==> images/placement_by_type.png <==
Bar = 50 µm.
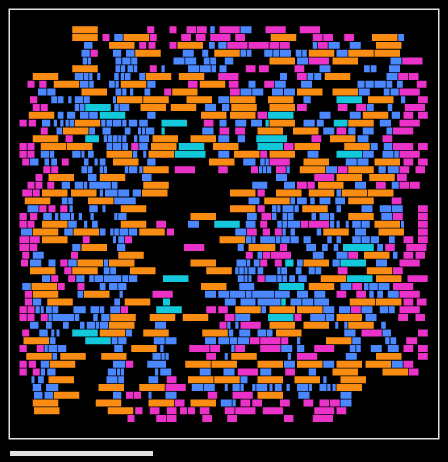
==> images/power_grid.png <==
Pins as bars on the die edge. Tap cells in grey.
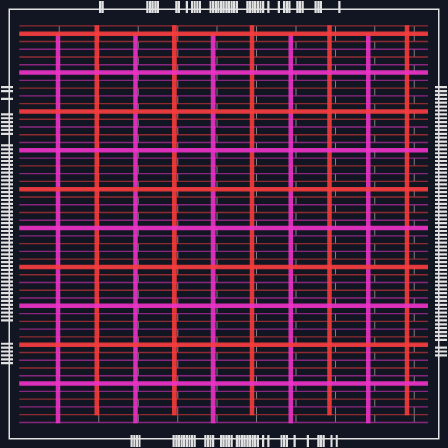
Design writeback_stage, sky130hd; sources not shown.
==> impl_metrics.py <==
# Physical implementation metrics
metrics = {
    "setup_path": {
        "critical_path_arrival_ns": 2.37,
        "crit_type": "reg2out",
        "ff2ff_path_depth": 6,
        "startpoint_type": "flop",
        "endpoint_kind": "output port",
        "path_cells": "mux4_2, mux2_4, a31oi_4, buf_12, a21oi_1, buf_12",
        "crit_fanout": 16,
        "cpPeakStageDelay_ns": 0.56,
        "required_ns": 2.30,
        "cp_slowest_cell": "mux4_2",
        "crit_path_frequent_cell": "buf_12",
        "rrSetupSlack_ns": 0.68,
    },
    "logic_synthesis": {
        "ys.warnings.count": 0,
        "synthFlopType": "dfrtp_1",
        "yosys.area_share.adder": 0.004542,
        "synth.logic.top_family": "multiplexers",
        "synth-simple-area-share": 0.1434,
        "seq_area_frac_synth": 0.5269,
        "ys_sh_aoi": 0.07419,
        "ys_types": 47,
        "ys_area_um2": 8264,
        "synth_async_sr_flop_share": 1.000,
        "syn_inst": 705,
        "ys_cells": 705,
        "most_common_cell": "dfrtp_1",
        "xor_share": 0.06677,
        "mux_area_frac": 0.1582,
        "edf_count": 0,
        "top_area_frac": 0.5269,
        "avgSynthCellArea_um2": 11.72,
        "ys_ff": 174,
        "synthesis.nets": 821,
        "top_cells_by_area": "dfrtp_1, mux2_2, xnor2_1",
        "common_cells": "dfrtp_1, mux2_2, nand2_1",
        "syn_area_um2": 8264,
        "yosysTopAreaCell": "dfrtp_1",
    },
    "final_timing": {
        "layout_setup_ws_ns": -0.07737,
        "skew_ns": 0.01009,
        "slew_headroom": 0.6168,
        "worstMarginPinSlew_ns": 0.5735,
        "setup_tns_ns": -0.8412,
        "hold_viol": 0,
        "finalMaxSlewViolations": 0,
        "period_minus_slack_ns": 2.947,
        "finalCritPeriodShare": 1.027,
        "setup_viol": 17,
        "fmax_mhz": 339.3,
        "rsz0062_at_grt": "yes",
        "holdWs_ns": 0.07666,
    },
    "power_and_ir_drop": {
        "combPwrFrac": 0.391,
        "p_switching_w": 0.003200,
        "p_seq_frac": 0.340,
        "power_leakage_nw": 5.091,
        "switching_share": 0.3751,
        "peakVddDrop_uv": 437.7,
        "p_int_w": 0.005330,
        "p_per_area_nw_per_um2": 723.4,
        "p_clk_frac": 0.269,
        "fin_total_pwr_w": 0.008530,
    },
    "final_layout": {
        "drive_gt1_frac": 0.3323,
        "areaGrowthSynthToFinish_pct": 42.68,
        "fin_nets": 1053,
        "diodes": 0,
        "largest_register_ffs": 64,
    },
    "global_routing": {
        "antenna_found_initial": 2,
        "met3_usage": 0.05724,
        "grt_overflow": 0,
        "top_usage_layer": "met2",
        "grt_pass1_wl_um": 36690,
        "grt_max_degree": 69,
        "use_met2": 0.3421,
        "grt_pass1_vias": 6687,
        "gr-usage-met1": 0.2778,
        "track_usage": 0.2084,
    },
    "outcome": {
        "violations": "negative setup slack",
        "status": "complete, but fails checks",
    },
    "clock_tree": {
        "cts.clk_slew.worst_paths_ns": 0.06,
        "h-tree-depth": 4,
        "cts_tree": "done",
        "cts_buffers": 17,
        "clk_latency_ns": 0.42,
        "root_buffer": "clkbuf_16",
        "postCtsHoldBufs": 0,
        "clk_path_buf_depth": 2,
        "clock-sinks": 174,
    },
    "job": {
        "warnings": 30,
        "maxCapViolCount": 0,
    },
    "placed_design": {
        "gp_congestion": 0.9264,
        "dpl.hpwl_um": 17650,
        "io_buffers": 216,
    },
    "route": {
        "drc": 0,
        "ant_nets": 0,
        "vias_per_cell": 5.369,
        "wl_per_cell_um": 19.39,
        "firstDrtPassIters": 4,
        "vias": 6496,
        "routed_wl_um": 23470,
        "drtIter0Drc": 358,
    },
    "die": {
        "chipArea_um2": 22420,
        "num_io_pins": 217,
        "core_util_floorplan": 0.4164,
    },
    "min_path": {
        "min_path_type": "in2async",
    },
}
-- placement_by_type.png (at the start) --
legend:
  orange:
    class: sequential cells
    cells: 174
  magenta:
    class: remaining buffers and delay cells
    cells: 247
  blue:
    class: combinational and other logic
    cells: 497
  cyan:
    class: clock drivers and dummy loads
    cells: 27
Finished Core Util: 0.5942
row count: 51
finished layout cell area: 11,790 µm²
Seq area share: 0.3694
CORE AREA: 19,850 µm²

-- power_grid.png (at the start) --
legend:
  magenta:
    net: VSS
  red:
    net: VDD
met4 straps: 10
rows: 51
met5 straps: 10
Die Width: 149.7 µm
Die Y: 149.7 µm

[timing repair]
item,CTS,global route
setup buffers,2,0
endpoints found under the hold margin,0,0
endpoints found under the setup margin,29,32
gates resized,14,3
[worst max-delay path: cells and delay by family, from the launching register on]
kind / cells / cell delay (ns)
DFF: 1 / 0.40
buffers and inverters: 2 / 0.37
AOI/OAI and AO/OA: 2 / 0.30
muxes: 2 / 0.87
[routing by layer]
| layer | part of all wire | routed length [µm] |
|---|---|---|
| met1 | 0.43 | 10010 |
| met2 | 0.49 | 11510 |
| met3 | 0.069 | 1621 |
| met4 | 0.013 | 305 |
| met5 | 0.00068 | 16 |
[cells by family after synthesis]
| logic type | after synthesis |
|---|---|
| adder cells (fa/ha/maj) | 3 |
| flip-flops | 174 |
| AND/OR/NAND/NOR | 207 |
| multiplexers | 116 |
| AND-OR/OR-AND | 93 |
| XOR/XNOR | 63 |
| buffers and inverters | 49 |
[power groups by stage]
| stage | Sequential, W | Combinational (W) | Clock, W |
|---|---|---|---|
| detailed placement | 0.00294 | 0.00331 | 0 |
| global placement | 0.00292 | 0.00327 | 0 |
| floorplan | 0.00311 | 0.00187 | 0 |
| global route | 0.00293 | 0.00345 | 0.00246 |
| finish | 0.00290 | 0.00333 | 0.00230 |
| CTS | 0.00290 | 0.00336 | 0.00235 |
[layout make-up]
class | count | area, µm²
multi-input cells | 482 | 3811
clock buffers | 21 | 460.4
well taps | 265 | 331.6
flip-flops and latches | 174 | 4355
inverters | 15 | 60.06
repair buffers | 247 | 2661
fillers | 1597 | 8054
clock inverters | 6 | 111.4
[cells in the final DEF, fill, tap and decap left out, types with 20 or more instances in the layout]
master and instances:
dfrtp_1 173, clkdlybuf4s50_1 111, mux2_2 106, buf_4 93, nand2_1 51, buf_12 42, xnor2_1 34, nor2b_1 31
xor2_1 29, a21oi_1 26, nor2_1 21, nor3_1 20
[per-stage QoR]
stage | setup slack, ns | std cells | cell area (µm²) | util
2_1_floorplan | -0.4683 | 705 | 8319 | -
3_3_place_gp | 0.2200 | 1181 | 11130 | 0.5609
3_5_place_dp | 0.1374 | 1181 | 11130 | 0.5609
4_1_cts | -0.08775 | 1210 | 11780 | 0.5937
5_1_grt | -0.1529 | 1210 | 11790 | 0.5942
6_report | -0.07737 | 1210 | 11790 | 0.5942
